<file path="src/rtl/omer_pkg.sv">
// Shared types and constants for the kamus instruction fetch unit.
//   fetch_entry_t  : one prefetch FIFO entry {pc, instr, fault}
//   fetch_state_e  : fetch FSM states
//   KAMUS_RESET_PC : default PC fetched first after reset
package omer_pkg;

    localparam int unsigned XLEN = 32;
    localparam logic [XLEN-1:0] KAMUS_RESET_PC = 32'h0000_0000;

    typedef struct packed {
        logic [XLEN-1:0] pc;
        logic [XLEN-1:0] instr;
        logic            fault;
    } fetch_entry_t;

    typedef enum logic [0:0] {
        FS_RUN   = 1'b0,
        FS_FAULT = 1'b1
    } fetch_state_e;

    // Clear the byte offset so a fetch address is always word aligned.
    function automatic logic [XLEN-1:0] pc_align(input logic [XLEN-1:0] pc);
        return {pc[XLEN-1:2], 2'b00};
    endfunction

endpackage

</file>
<file path="src/rtl/kamus_fetch_fifo.sv">
// In-order synchronous FIFO of fetch entries.
// Ports:
//   i_clk, i_rst       : clock, synchronous active-high reset
//   i_push, i_wdata    : write an entry (ignored when full without a pop)
//   i_pop              : remove the head entry (ignored when empty)
//   i_flush            : empty the FIFO; wins over push and pop
//   o_head             : current head entry
//   o_full, o_empty    : occupancy flags
//   o_count            : number of stored entries
module kamus_fetch_fifo
    import omer_pkg::*;
#(
    parameter int unsigned DEPTH = 2
) (
    input  logic                         i_clk,
    input  logic                         i_rst,
    input  logic                         i_push,
    input  fetch_entry_t                 i_wdata,
    input  logic                         i_pop,
    input  logic                         i_flush,
    output fetch_entry_t                 o_head,
    output logic                         o_full,
    output logic                         o_empty,
    output logic [$clog2(DEPTH+1)-1:0]   o_count
);

    localparam int unsigned PTR_W = (DEPTH > 1) ? $clog2(DEPTH) : 1;
    localparam int unsigned CNT_W = $clog2(DEPTH + 1);

    fetch_entry_t       r_mem [DEPTH];
    logic [PTR_W-1:0]   r_wr_ptr;
    logic [PTR_W-1:0]   r_rd_ptr;
    logic [CNT_W-1:0]   r_count;

    logic               w_push;
    logic               w_pop;

    assign o_full  = (r_count == CNT_W'(DEPTH));
    assign o_empty = (r_count == '0);
    assign o_count = r_count;
    assign o_head  = r_mem[r_rd_ptr];

    // Push is allowed when full only if the head leaves in the same cycle.
    assign w_pop  = i_pop && !o_empty;
    assign w_push = i_push && (!o_full || w_pop);

    // Pointer and count update; DEPTH is a power of two so pointers wrap naturally.
    always_ff @(posedge i_clk) begin
        if (i_rst || i_flush) begin
            r_wr_ptr <= '0;
            r_rd_ptr <= '0;
            r_count  <= '0;
        end else begin
            if (w_push) begin
                r_wr_ptr <= r_wr_ptr + PTR_W'(1);
            end
            if (w_pop) begin
                r_rd_ptr <= r_rd_ptr + PTR_W'(1);
            end
            r_count <= r_count + CNT_W'(w_push) - CNT_W'(w_pop);
        end
    end

    // Storage write.
    always_ff @(posedge i_clk) begin
        if (w_push && !i_flush && !i_rst) begin
            r_mem[r_wr_ptr] <= i_wdata;
        end
    end

endmodule

</file>
<file path="src/rtl/kamus_if.sv">
// Instruction fetch unit for the kamus RV32I core.
// Issues word fetches on a req/gnt/rvalid memory port, buffers returned words
// in an in-order prefetch FIFO and hands them to the decoder with valid/ready.
// Ports:
//   clk_i, rst_i                   : clock, synchronous active-high reset
//   imem_req_o, imem_addr_o        : fetch request and word-aligned address
//   imem_gnt_i                     : request accepted this cycle
//   imem_rvalid_i, imem_rdata_i    : in-order read response
//   redirect_i, redirect_pc_i      : flush and restart fetching at a new PC
//   instr_valid_o, instr_ready_i   : decoder handshake
//   instr_o, instr_pc_o            : instruction word and its PC
//   instr_fault_o                  : entry is a misaligned-fetch fault
module kamus_if
    import omer_pkg::*;
#(
    parameter logic [31:0] RESET_PC   = KAMUS_RESET_PC,
    parameter int unsigned FIFO_DEPTH = 2
) (
    input  logic        clk_i,
    input  logic        rst_i,
    output logic        imem_req_o,
    output logic [31:0] imem_addr_o,
    input  logic        imem_gnt_i,
    input  logic        imem_rvalid_i,
    input  logic [31:0] imem_rdata_i,
    input  logic        redirect_i,
    input  logic [31:0] redirect_pc_i,
    output logic        instr_valid_o,
    input  logic        instr_ready_i,
    output logic [31:0] instr_o,
    output logic [31:0] instr_pc_o,
    output logic        instr_fault_o
);

    localparam int unsigned CNT_W = $clog2(FIFO_DEPTH + 1);
    localparam int unsigned SUM_W = CNT_W + 1;

    fetch_state_e       r_state;
    fetch_state_e       w_state_nxt;
    logic [31:0]        r_fetch_pc;
    logic [31:0]        w_fetch_pc_nxt;
    logic [CNT_W-1:0]   r_outstanding;
    logic [CNT_W-1:0]   w_outstanding_nxt;
    logic [CNT_W-1:0]   r_discard;
    logic [CNT_W-1:0]   w_discard_nxt;
    logic [31:0]        r_pc_of_head;
    logic [31:0]        w_pc_of_head_nxt;
    logic [31:0]        r_fault_pc;
    logic [31:0]        w_fault_pc_nxt;
    logic               r_fault_pending;
    logic               w_fault_pending_nxt;

    fetch_entry_t       w_head;
    fetch_entry_t       w_wdata;
    logic               w_fifo_full;
    logic               w_fifo_empty;
    logic [CNT_W-1:0]   w_fifo_count;

    logic               w_credit;
    logic               w_grant;
    logic               w_resp;
    logic               w_drop;
    logic               w_push_data;
    logic               w_push_fault;
    logic               w_push;
    logic               w_pop;

    // Only request when every in-flight response is guaranteed a FIFO slot.
    assign w_credit = ({1'b0, r_outstanding} + {1'b0, w_fifo_count}) < SUM_W'(FIFO_DEPTH);

    assign imem_req_o  = !rst_i && (r_state == FS_RUN) && !redirect_i && w_credit;
    assign imem_addr_o = r_fetch_pc;

    assign w_grant      = imem_req_o && imem_gnt_i;
    // Responses with nothing in flight are stale (pre-reset) and ignored.
    assign w_resp       = imem_rvalid_i && (r_outstanding != '0);
    assign w_drop       = w_resp && (r_discard != '0);
    assign w_push_data  = w_resp && !w_drop && (r_state == FS_RUN);
    assign w_push_fault = (r_state == FS_FAULT) && r_fault_pending && w_fifo_empty;
    assign w_push       = !redirect_i && (w_push_data || w_push_fault)
                          && (!w_fifo_full || w_pop);
    assign w_pop        = instr_valid_o && instr_ready_i && !redirect_i;

    always_comb begin
        w_wdata = '0;
        if (w_push_fault) begin
            w_wdata.pc    = r_fault_pc;
            w_wdata.instr = '0;
            w_wdata.fault = 1'b1;
        end else begin
            w_wdata.pc    = r_pc_of_head;
            w_wdata.instr = imem_rdata_i;
            w_wdata.fault = 1'b0;
        end
    end

    kamus_fetch_fifo #(
        .DEPTH   (FIFO_DEPTH)
    ) u_fifo (
        .i_clk   (clk_i),
        .i_rst   (rst_i),
        .i_push  (w_push),
        .i_wdata (w_wdata),
        .i_pop   (w_pop),
        .i_flush (redirect_i),
        .o_head  (w_head),
        .o_full  (w_fifo_full),
        .o_empty (w_fifo_empty),
        .o_count (w_fifo_count)
    );

    assign instr_valid_o = !w_fifo_empty;
    assign instr_o       = instr_valid_o ? w_head.instr : '0;
    assign instr_pc_o    = instr_valid_o ? w_head.pc    : '0;
    assign instr_fault_o = instr_valid_o && w_head.fault;

    // Next-state and fetch bookkeeping; a redirect overrides everything else.
    always_comb begin
        w_state_nxt         = r_state;
        w_fetch_pc_nxt      = r_fetch_pc;
        w_outstanding_nxt   = r_outstanding + CNT_W'(w_grant) - CNT_W'(w_resp);
        w_discard_nxt       = r_discard;
        w_pc_of_head_nxt    = r_pc_of_head;
        w_fault_pc_nxt      = r_fault_pc;
        w_fault_pending_nxt = r_fault_pending;

        if (redirect_i) begin
            // Everything still in flight after this cycle belongs to the old stream.
            w_discard_nxt    = w_outstanding_nxt;
            w_fetch_pc_nxt   = pc_align(redirect_pc_i);
            w_pc_of_head_nxt = pc_align(redirect_pc_i);
            if (redirect_pc_i[1:0] != 2'b00) begin
                w_state_nxt         = FS_FAULT;
                w_fault_pc_nxt      = redirect_pc_i;
                w_fault_pending_nxt = 1'b1;
            end else begin
                w_state_nxt         = FS_RUN;
                w_fault_pending_nxt = 1'b0;
            end
        end else begin
            if (w_grant) begin
                w_fetch_pc_nxt = r_fetch_pc + 32'd4;
            end
            if (w_drop) begin
                w_discard_nxt = r_discard - CNT_W'(1);
            end
            if (w_push_data && w_push) begin
                w_pc_of_head_nxt = r_pc_of_head + 32'd4;
            end
            if (w_push_fault && w_push) begin
                w_fault_pending_nxt = 1'b0;
            end
        end
    end

    // State register.
    always_ff @(posedge clk_i) begin
        if (rst_i) begin
            r_state         <= FS_RUN;
            r_fetch_pc      <= RESET_PC;
            r_outstanding   <= '0;
            r_discard       <= '0;
            r_pc_of_head    <= RESET_PC;
            r_fault_pc      <= '0;
            r_fault_pending <= 1'b0;
        end else begin
            r_state         <= w_state_nxt;
            r_fetch_pc      <= w_fetch_pc_nxt;
            r_outstanding   <= w_outstanding_nxt;
            r_discard       <= w_discard_nxt;
            r_pc_of_head    <= w_pc_of_head_nxt;
            r_fault_pc      <= w_fault_pc_nxt;
            r_fault_pending <= w_fault_pending_nxt;
        end
    end

endmodule

</file>
<file path="config.mk">
export PLATFORM = sky130hd
export DESIGN_NAME = kamus_if
export DESIGN_NICKNAME = d
export VERILOG_FILES = /design/src/rtl/omer_pkg.sv /design/src/rtl/kamus_fetch_fifo.sv /design/src/rtl/kamus_if.sv
export SDC_FILE = /design/constraint.sdc
export NUM_CORES = 1
export LEC_CHECK = 0
export CAP_MARGIN = 20
export CORE_ASPECT_RATIO = 0.6
export CORE_MARGIN = 2
export CORE_UTILIZATION = 30
export DETAILED_ROUTE_END_ITERATION = 8
export HOLD_SLACK_MARGIN = 0.02
export PLACE_DENSITY = 0.62
export SLEW_MARGIN = 30
export SYNTH_ARGS = -nofsm -noshare
export SYNTH_HDL_FRONTEND = slang
export SYNTH_SLANG_ARGS = --single-unit
</file>
<file path="constraint.sdc">
create_clock -name clk_i -period 18 [get_ports clk_i]
set_clock_uncertainty 0.05 [all_clocks]
set_input_delay 2.7 -clock clk_i [delete_from_list [all_inputs] [get_ports clk_i]]
set_output_delay 2.7 -clock clk_i [all_outputs]
set_load 0.02 [all_outputs]
</file>
met3.png
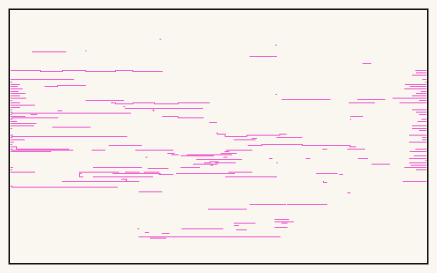
wire length on this layer = 2130 um
main direction = horizontal
longest straight run = 83.3 um
DR vias: 7808
Post-Route WL: 29300 um
met3 usage: 3.89%

density.png
25 x 15 tiles, from white (low) to dark blue (high), 0 to 100% covered.
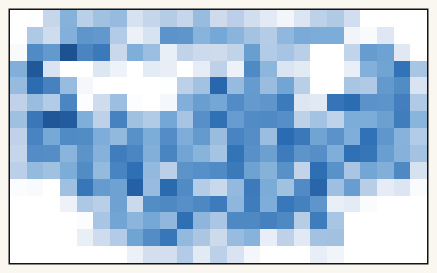
tiles over 75% full = 2.9%
mean over tiles = 36%
fullest tile = 87%
nearly empty tiles = 18%
post-layout util: 39.8%
Initial Util: 30.8%
core area: 34000 um^2

==> impl_metrics.tcl <==
# metrics dict for downstream scripts
set metrics [dict create \
    outcome "complete, no violations" \
    comb_share_pct 31.1 \
    reg2reg_depth 12 \
    synthCells 974 \
    antenna_cells 1 \
    synth_top_area_share_pct 37.2 \
    grt_use_met1_pct 23.2 \
    n_all_inverters 28 \
    clk_pin_slew_ns 0.06 \
    cp_data_required_time_ns 15.25 \
    fill_cells 3321 \
    drv_slew 0 \
    drt-met1-wl_um 14100 \
    path_cells "clkdlybuf4s50_1, buf_4, or2_2, nor4_1, clkdlybuf4s50_1" \
    n_all_buffers 177 \
    sh_seq_area_pct 44.1 \
    cap_violations 0 \
    cts_max_level 1 \
    finalClockPeriodUsage_pct 41.9 \
    crit_top_cell "clkdlybuf4s50_1" \
    maxPowerGroup "registers" \
    sw_frac_of_total_pct 24.5 \
    postRouteAntennaNets 0 \
    synthArstFlopShare_pct 0 \
    ys_warn_count 0 \
    synthTopCellsByCount "130 x edfxtp_1, 108 x nand2_1, 103 x dfxtp_1" \
    post_cts_buffers 0 \
    power_sequential_w 0.000610 \
    hold_path_depth 2 \
    p_seq_share_pct 45.3 \
    dp_hpwl_um 19900 \
    drt_iter0_markers 448 \
    synth-edff-count 130 \
    netlist_area_um2 10500 \
    ys_seq_share_pct 56.9 \
    syn_avg_cell_area_um2 10.8 \
    logic_area_um2 4210 \
    n_clock_buffer 30 \
    taps 459 \
    period_needed_ns 7.54 \
    first_global_vias 7625 \
    gr-total-overflow 0 \
    lay_top_count "clkdlybuf4s50_1" \
    power.leakage_nw 4.47 \
    final-clk-cell-share_pct 6.84 \
    design_area_um2 13500 \
    holdWs_ns 0.403 \
    largest_area_cell "edfxtp_1" \
    critPathMaxFanout 32 \
    area_growth_pct 29.1 \
    tritoncts "yes" \
    grt_usage_pct 15.9 \
    grt_max_degree 71 \
    clock_sinks 233 \
    ff2ff_setup_slack_ns 14.50 \
    num-multi-input-gates 655 \
    drive_gt1_share_pct 8.26 \
    relSlewSlack_pct 40.9 \
    ff_type "edfxtp_1" \
    buf_share_pct 12.9 \
    endpoint "imem_req_o" \
    grt.met2_usage_pct 24.2 \
    crit_arrival_ns 4.79 \
    numPortBuffers 166 \
    cts_max_path_buffers 3 \
    worst_path_largest_cell_delay_ns 0.67 \
    r2r-start "u_fifo.o_count[0]" \
    hold_viol 0 \
    ys_types 49 \
    critPathLaunch "redirect_i" \
    dp_cells 1552 \
    row_count 52 \
    setup_viol 0 \
    numSynthFlops 233 \
    worst-slew-pin-transition_ns 0.878 \
    seq_cell_count 233 \
    dpl_cell_area_um2 12600 \
    clockPowerShare_pct 43.0 \
    r2r_end "r_discard[1]" \
    dr_wl_met2_um 12700 \
    topRoutingLayerUsed "met5" \
    internal_power_w 0.00102 \
    die_area_um2 36500 \
    cts_resized 0 \
    grt_pass1_wl_um 44900 \
    cts_root_buffer "clkbuf_16" \
    lay_top_cells "165 x clkdlybuf4s50_1, 130 x edfxtp_1, 108 x nand2_1, 102 x dfxtp_1, 94 x nor2_1" \
    ios 169 \
    worst_slack_ns 10.46 \
    fin_tns_setup_ns 0 \
    hold_end "r_fault_pc[8]" \
    grt.busiest_layer "met2" \
    worstSetupPathType "primary input to output port" \
    dieWidth_um 245 \
    ys_top_cells_by_area "edfxtp_1 37%, dfxtp_1 20%, mux2i_1 6.3%" \
    dp_slack_ns 10.47 \
    clk-power_w 0.000579 \
    largest_cell_class "registers" \
    final-seq-area_um2 5970 \
    drc 0 \
    hold_start "r_fault_pc[8]" \
    wl_met3_um 2130 \
    vias_per_cell 4.89 \
    p_comb_share_pct 11.6 \
    irDropWorstVdd_v 0.0000539 \
    cts-buffers-inserted 25 \
    synth-cells-yosys 974 \
    drtPass1Iterations 5 \
    comb-power_w 0.000156 \
    nNetsFinal 1197 \
    fmax_mhz 133 \
    min_path_type "register to register" \
    most_common_cell "edfxtp_1" \
    dieHeight_um 149 \
    gp_congestion 0.804 \
    warnings 26 \
    power.density_nw_per_um2 99.4 \
    p_total_w 0.00134 \
    antenna_found_initial 2 \
    cp_slowest_cell "clkdlybuf4s50_1" \
    hold_buffers 0 \
    clock.latency.late_pin_ns 0.53 \
    wl_per_cell_um 18.3 \
    p_switching_w 0.000329 \
    critPathLaunchType "primary input" \
    ys_area_um2 10500 \
    rsz0062_at_grt "no" \
]
[registers in the layout, summed over array words and instances, names as in the netlist, named ones only]
signal and flops:
u_fifo.r_mem 130, r_fault_pc 32, imem_addr_o 30, r_pc_of_head 30, r_discard 2, r_outstanding 2, u_fifo.o_count 2, r_fault_pending 1
r_state 1, u_fifo.r_rd_ptr 1, u_fifo.r_wr_ptr 1
[worst max-delay path: cells and delay by family]
kind	cells	cell delay [ns]
buffers and inverters	3	1.33
and+or+nand+nor	2	0.74
[cells by family after synthesis]
family | Yosys count | share of synthesized area, %
AOI/OAI and AO/OA | 132 | 7.68
xor gates and xnor gates | 59 | 4.93
adders and majority gates | 7 | 0.907
buffers and inverters | 87 | 3.20
DFF | 233 | 56.9
muxes | 94 | 9.31
other | 1 | 0.0358
and+or+nand+nor | 361 | 17.0
